## src/rtl/spike_window_capture_pkg.sv

```systemverilog
// Shared types and helpers for the spike window capture block.
//   cap_state_e   : capture FSM state encoding
//   first_one_oh  : one-hot of the lowest set bit (earliest time step) of an
//                   LEN_REF-wide window, used as a reference model
package spike_pkg;

   localparam int unsigned LEN_REF = 8;

   typedef enum logic {
      IDLE    = 1'b0,
      CAPTURE = 1'b1
   } cap_state_e;

   // Bit t holds time step t, so the earliest spike is the lowest set bit.
   function automatic logic [LEN_REF-1:0] first_one_oh(input logic [LEN_REF-1:0] vec);
      logic [LEN_REF-1:0] res;
      res = '0;
      for (int i = LEN_REF - 1; i >= 0; i--) begin
         if (vec[i]) begin
            res    = '0;
            res[i] = 1'b1;
         end
      end
      return res;
   endfunction

endpackage

```

## src/rtl/spike_window_capture_if.sv

```systemverilog
// Output bus of the spike window capture block: captured window, earliest-spike
// marker and empty flag behind a valid/ready handshake.
//   vec_out   : captured window, bit t = time step t
//   first_oh  : one-hot earliest spike, same bit mapping, zero if none
//   no_spike  : window was empty
//   out_valid : payload valid
//   out_ready : consumer accepts on out_valid & out_ready
interface spike_window_capture_if #(
   parameter int unsigned LEN = 8
);
   logic [LEN-1:0] vec_out;
   logic [LEN-1:0] first_oh;
   logic           no_spike;
   logic           out_valid;
   logic           out_ready;

   modport master (
      output vec_out, first_oh, no_spike, out_valid,
      input  out_ready
   );

   modport slave (
      input  vec_out, first_oh, no_spike, out_valid,
      output out_ready
   );
endinterface

```

## src/rtl/spike_out_buf.sv

```systemverilog
// One-entry valid/ready register slice holding a completed spike window.
//   clk, rst    : clock, async active-high reset
//   i_load_req  : a window completed this cycle
//   i_vec       : completed window vector
//   i_first     : completed window earliest-spike one-hot
//   o_overrun   : 1-cycle pulse when a completed window could not be stored
//   bus         : output payload and handshake (master side)
module spike_out_buf #(
   parameter int unsigned LEN = 8
) (
   input  logic                   clk,
   input  logic                   rst,
   input  logic                   i_load_req,
   input  logic [LEN-1:0]         i_vec,
   input  logic [LEN-1:0]         i_first,
   output logic                   o_overrun,
   spike_window_capture_if.master bus
);

   logic           r_valid;
   logic [LEN-1:0] r_vec;
   logic [LEN-1:0] r_first;
   logic           r_no_spike;
   logic           r_overrun;
   logic           w_load;

   // Slot is free if empty or being drained this same cycle.
   assign w_load = i_load_req & (~r_valid | bus.out_ready);

   always_ff @(posedge clk or posedge rst) begin
      if (rst) begin
         r_valid    <= 1'b0;
         r_vec      <= '0;
         r_first    <= '0;
         r_no_spike <= 1'b0;
         r_overrun  <= 1'b0;
      end else begin
         r_overrun <= i_load_req & ~w_load;
         if (w_load) begin
            r_valid    <= 1'b1;
            r_vec      <= i_vec;
            r_first    <= i_first;
            r_no_spike <= (i_vec == '0);
         end else if (bus.out_ready) begin
            r_valid <= 1'b0;
         end
      end
   end

   assign bus.out_valid = r_valid;
   assign bus.vec_out   = r_vec;
   assign bus.first_oh  = r_first;
   assign bus.no_spike  = r_no_spike;
   assign o_overrun     = r_overrun;

endmodule

```

## src/rtl/spike_window_capture.sv

```systemverilog
// Deserialises a 1-bit spike line over a LEN-step window into a parallel
// vector plus a one-hot earliest-spike marker. Bit t of the vectors is time
// step t (value-compatible with the shifter's [0:LEN-1] index convention,
// where step t sits at index LEN-1-t).
//   clk, rst     : clock, async active-high reset
//   i_win_start  : start a window; this cycle is step 0
//   i_spike_in   : serial spike line
//   o_overrun    : completed window dropped because the output slot was full
//   o_busy       : window capture in progress
//   bus          : buffered window output with valid/ready handshake
module spike_window_capture #(
   parameter int unsigned LEN        = 8,
   parameter bit          CONTINUOUS = 1'b0
) (
   input  logic                   clk,
   input  logic                   rst,
   input  logic                   i_win_start,
   input  logic                   i_spike_in,
   output logic                   o_overrun,
   output logic                   o_busy,
   spike_window_capture_if.master bus
);
   import spike_pkg::*;

   localparam int unsigned     CNT_W = $clog2(LEN);
   localparam logic [CNT_W-1:0] LAST = CNT_W'(LEN - 1);

   cap_state_e     r_state;
   logic [CNT_W-1:0] r_count;
   logic [LEN-1:0] r_vec;
   logic [LEN-1:0] r_first;
   logic           r_busy;

   logic           w_sample;
   logic           w_done;
   logic [LEN-1:0] w_bit;
   logic [LEN-1:0] w_vec;
   logic [LEN-1:0] w_first;

   // The win_start cycle itself samples step 0; in CAPTURE win_start is moot.
   assign w_sample = (r_state == CAPTURE) | i_win_start;
   assign w_bit    = LEN'(i_spike_in) << r_count;
   assign w_vec    = r_vec | w_bit;
   // Earliest spike latches; later spikes leave it untouched.
   assign w_first  = (r_first != '0) ? r_first : w_bit;
   assign w_done   = w_sample & (r_count == LAST);

   // Capture FSM, step counter, shift register and first-spike tracker.
   always_ff @(posedge clk or posedge rst) begin
      if (rst) begin
         r_state <= IDLE;
         r_count <= '0;
         r_vec   <= '0;
         r_first <= '0;
         r_busy  <= 1'b0;
      end else begin
         case (r_state)
            IDLE: begin
               if (i_win_start) begin
                  r_state <= CAPTURE;
                  r_busy  <= 1'b1;
                  r_count <= CNT_W'(1);
                  r_vec   <= w_vec;
                  r_first <= w_first;
               end
            end
            CAPTURE: begin
               if (w_done) begin
                  // Window handed to the buffer combinationally; clear for the next one.
                  r_count <= '0;
                  r_vec   <= '0;
                  r_first <= '0;
                  if (!CONTINUOUS) begin
                     r_state <= IDLE;
                     r_busy  <= 1'b0;
                  end
               end else begin
                  r_count <= r_count + CNT_W'(1);
                  r_vec   <= w_vec;
                  r_first <= w_first;
               end
            end
            default: begin
               r_state <= IDLE;
               r_busy  <= 1'b0;
            end
         endcase
      end
   end

   assign o_busy = r_busy;

   spike_out_buf #(
      .LEN (LEN)
   ) u_out_buf (
      .clk        (clk),
      .rst        (rst),
      .i_load_req (w_done),
      .i_vec      (w_vec),
      .i_first    (w_first),
      .o_overrun  (o_overrun),
      .bus        (bus)
   );

endmodule

```

## src/flat_wrapper.sv

```systemverilog
// flat-port wrapper written by rule: the top's interface ports become plain ports
module spike_window_capture_flat import spike_pkg::*;
#(
   parameter int unsigned LEN        = 8,
   parameter bit          CONTINUOUS = 1'b0
)
  (clk, rst, i_win_start, i_spike_in, o_overrun, o_busy, bus_vec_out, bus_first_oh, bus_no_spike, bus_out_valid, bus_out_ready);
  spike_window_capture_if #(.LEN(LEN)) bus_i ();
  input  logic clk;
  input  logic rst;
  input  logic i_win_start;
  input  logic i_spike_in;
  output logic o_overrun;
  output logic o_busy;
  output wire logic [$bits(bus_i.vec_out)-1:0] bus_vec_out;
  output wire logic [$bits(bus_i.first_oh)-1:0] bus_first_oh;
  output wire logic [$bits(bus_i.no_spike)-1:0] bus_no_spike;
  output wire logic [$bits(bus_i.out_valid)-1:0] bus_out_valid;
  input wire logic [$bits(bus_i.out_ready)-1:0] bus_out_ready;
  assign bus_vec_out = bus_i.vec_out;
  assign bus_first_oh = bus_i.first_oh;
  assign bus_no_spike = bus_i.no_spike;
  assign bus_out_valid = bus_i.out_valid;
  assign bus_i.out_ready = bus_out_ready;
  spike_window_capture #(.LEN(LEN), .CONTINUOUS(CONTINUOUS)) u_core (.clk(clk), .rst(rst), .i_win_start(i_win_start), .i_spike_in(i_spike_in), .o_overrun(o_overrun), .o_busy(o_busy), .bus(bus_i));
endmodule
```

## config.mk

```make
export PLATFORM = sky130hd
export DESIGN_NAME = spike_window_capture_flat
export DESIGN_NICKNAME = d
export VERILOG_FILES = /design/src/rtl/spike_window_capture_pkg.sv /design/src/rtl/spike_window_capture_if.sv /design/src/rtl/spike_out_buf.sv /design/src/rtl/spike_window_capture.sv /design/src/flat_wrapper.sv
export SDC_FILE = /design/constraint.sdc
export NUM_CORES = 1
export LEC_CHECK = 0
export ABC_CLOCK_PERIOD_IN_PS = 1900
export CAP_MARGIN = 20
export CORE_AREA = 2 2 63 65
export DETAILED_ROUTE_END_ITERATION = 8
export DIE_AREA = 0 0 65 67
export GPL_TIMING_DRIVEN = 0
export PLACE_DENSITY_LB_ADDON = 0.05
export SYNTH_ARGS = -nofsm -noshare
export SYNTH_HDL_FRONTEND = slang
export SYNTH_SLANG_ARGS = --single-unit
```

## constraint.sdc

```tcl
create_clock -name clk -period 1.9 [get_ports clk]
set_input_delay 0.285 -clock clk [delete_from_list [all_inputs] [get_ports clk]]
set_output_delay 0.285 -clock clk [all_outputs]
set_load 0.05 [all_outputs]
```

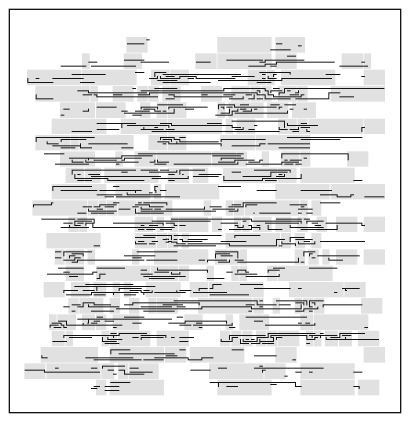
layer_met1.png
Scale: 6 px per um.
nets with wire on the layer: 186
main direction: horizontal
share of all routed wire: 43%

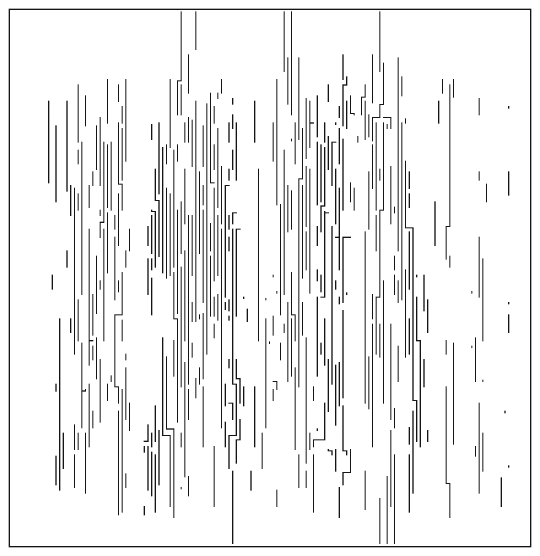
layer_met2.png
Scale: 8 px per um.
main direction: vertical
wire length on this layer: 2160 um
nets with wire on the layer: 181
longest straight run: 31.3 um

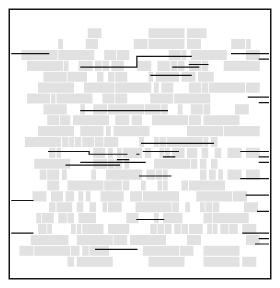
layer_met3.png
Scale: 4 px per um.
nets with wire on the layer: 28
wire length on this layer: 257 um
main direction: horizontal

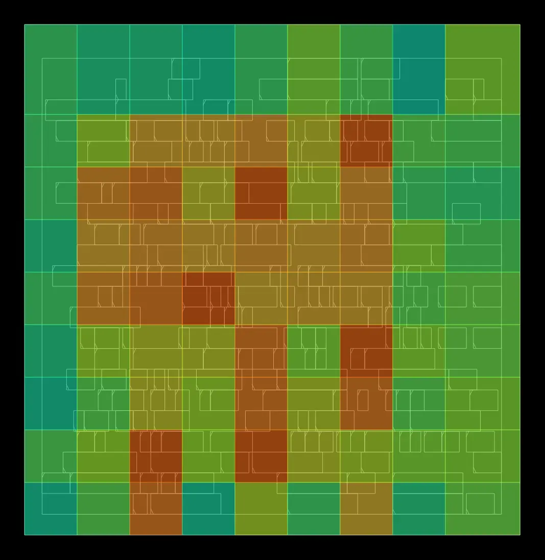
congestion.png
busiest grt layer: met2
share of the core filled with cells in the final layout: 0.639

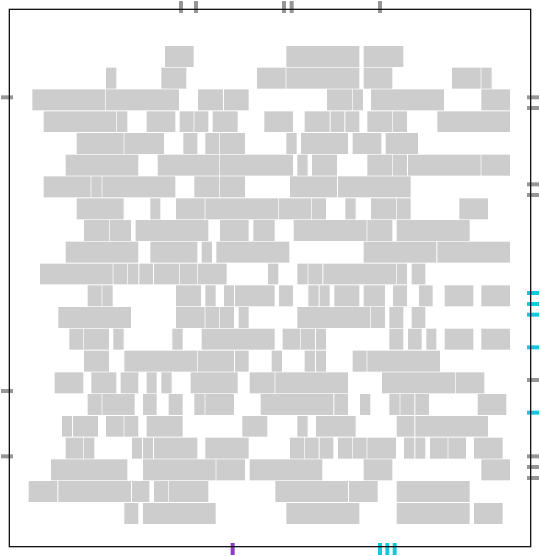
io_placement.png
Scale: 8 px per um. Pins as bars across the die edge, other pins in gray.
| color | port | pins | direction | edge |
|---|---|---|---|---|
| purple | i_spike_in | 1 | input | south |
| cyan | bus_vec_out | 8 | output | 5 east, 3 south |
all pins by edge: 13 east, 5 north, 4 south, 3 west

==> report_table.html <==
<p>Metrics extracted from the flow reports.</p>
<table>
<tr><th>Metric</th><th>Value</th></tr>
<tr><th colspan="2">Routing</th></tr>
<tr><td>DRC violations left</td><td>0</td></tr>
<tr><td>Wirelength per Cell</td><td>~17 um</td></tr>
<tr><td>Highest routed metal layer</td><td>met4</td></tr>
<tr><td>Routed wl met3</td><td>256 um</td></tr>
<tr><td>Met2 Routed Length</td><td>2160 um</td></tr>
<tr><td>Post-DRT Antenna Nets</td><td>0</td></tr>
<tr><th colspan="2">Synth</th></tr>
<tr><td>Number of unique standard cell types used by synthesis</td><td>33</td></tr>
<tr><td>Count of mapped cells out of synthesis</td><td>between 150 and 200</td></tr>
<tr><td>Commonest cells in the netlist</td><td>sky130_fd_sc_hd__dfrtp_1 (40), sky130_fd_sc_hd__o21ai_0 (27), sky130_fd_sc_hd__nand2_1 (17)</td></tr>
<tr><td>Synthesis-stage register bit count</td><td>40</td></tr>
<tr><td>And+or+nand+nor area frac</td><td>0.226</td></tr>
<tr><td>Ranking of synthesized cells by area</td><td>sky130_fd_sc_hd__dfrtp_1 (53%), sky130_fd_sc_hd__o21ai_0 (7.1%), sky130_fd_sc_hd__o41ai_2 (5.2%)</td></tr>
<tr><td>Number of nets in the synthesized netlist</td><td>184</td></tr>
<tr><td>Async set or reset register ratio after synthesis</td><td>1.00</td></tr>
<tr><td>Post-synthesis area per instance</td><td>10.7 um2</td></tr>
<tr><th colspan="2">CTS</th></tr>
<tr><td>Count of hold buffers inserted by post-cts repair</td><td>0</td></tr>
<tr><td>Cts bufs inserted</td><td>5</td></tr>
<tr><td>Count of instances resized after the clock tree is built</td><td>3</td></tr>
<tr><td>Post-CTS repair timing setup buffer count</td><td>0</td></tr>
<tr><td>TritonCTS Sinks</td><td>roughly 40</td></tr>
<tr><td>H-tree level count</td><td>2</td></tr>
<tr><td>Root Driver</td><td>sky130_fd_sc_hd__clkbuf_8</td></tr>
<tr><td>Clock latency on the worst-skew pair</td><td>about 0.30 ns</td></tr>
<tr><th colspan="2">Layout</th></tr>
<tr><td>Flop share of the area</td><td>0.435</td></tr>
<tr><td>Highest-count logic cell in the final layout</td><td>sky130_fd_sc_hd__dfrtp_1</td></tr>
<tr><td>Clock buf/inv share</td><td>0.0336</td></tr>
<tr><td>Layout buffering overhead excluding clock cells</td><td>0.128</td></tr>
<tr><td>Antenna cells</td><td>0</td></tr>
<tr><td>Top cell category</td><td>registers</td></tr>
<tr><td>Final non-filler cell area</td><td>0.00231 mm2</td></tr>
<tr><td>Area growth, synth to finish</td><td>21.8%</td></tr>
<tr><td>Number of signal-net buffers in the layout</td><td>36</td></tr>
<tr><td>Share of post-route cells with drive strength above 1</td><td>0.144</td></tr>
<tr><th colspan="2">Pwr</th></tr>
<tr><td>Switching Fraction</td><td>0.482</td></tr>
<tr><td>Static power due to leakage</td><td>0.000961 uW</td></tr>
<tr><td>PwrDens</td><td>approximately 2000 mW/mm2</td></tr>
<tr><td>Combinational-cell power consumption</td><td>2560 uW</td></tr>
<tr><td>Sequential power share</td><td>0.338</td></tr>
<tr><td>Int Power</td><td>2430 uW</td></tr>
<tr><td>Combinational power share</td><td>0.547</td></tr>
<tr><th colspan="2">Hold path</th></tr>
<tr><td>Type of the most critical hold path</td><td>input port to asynchronous set/reset pin</td></tr>
<tr><th colspan="2">STA</th></tr>
<tr><td>Number of pins exceeding their max-slew limit in the final report</td><td>0</td></tr>
<tr><td>Shortest period the worst path allows</td><td>1.76 ns</td></tr>
<tr><td>Unrepaired setup endpoints after global routing</td><td>no</td></tr>
<tr><td>Maximum clock frequency</td><td>~0.57 GHz</td></tr>
<tr><th colspan="2">Critical path</th></tr>
<tr><td>CP Capture Point</td><td>o_busy</td></tr>
<tr><td>Critical path's slowest cell</td><td>sky130_fd_sc_hd__clkdlybuf4s50_1</td></tr>
<tr><td>Data required time at the worst endpoint</td><td>around 1.6 ns</td></tr>
<tr><td>RR Endpoint</td><td>u_core.r_first[7]</td></tr>
<tr><td>Largest stage delay on the critical path</td><td>0.81 ns</td></tr>
<tr><td>Endpoint class of the critical path</td><td>output port</td></tr>
<tr><td>Arrival time at the worst endpoint</td><td>approximately 1.5 ns</td></tr>
<tr><td>Critical setup path kind</td><td>flip-flop to output port</td></tr>
<tr><td>Sort of element at the start of the critical path</td><td>flip-flop</td></tr>
<tr><th colspan="2">GRT</th></tr>
<tr><td>Total global routing track utilization</td><td>0.234</td></tr>
<tr><td>Wire length of the first global-routing pass</td><td>7380 um</td></tr>
<tr><td>M2 GR Usage</td><td>0.385</td></tr>
<tr><th colspan="2">Floorplanning</th></tr>
<tr><td>Die outline area</td><td>0.00436 mm2</td></tr>
<tr><td>Taps Inserted</td><td>48</td></tr>
<tr><td>I/O pin total</td><td>25</td></tr>
<tr><td>Floorplan utilization</td><td>0.525</td></tr>
<tr><td>Horiz. Die Dim</td><td>65 um</td></tr>
<tr><th colspan="2">Place</th></tr>
<tr><td>Number of buffer cells added on primary ports</td><td>24</td></tr>
<tr><th colspan="2">Run</th></tr>
<tr><td>Max-cap violations</td><td>0</td></tr>
<tr><td>Count of warning messages emitted by the tools</td><td>26</td></tr>
<tr><th colspan="2">Run status</th></tr>
<tr><td>Run status</td><td>completed</td></tr>
</table>
No activity file was given, so power comes from the tool's default toggle rates.
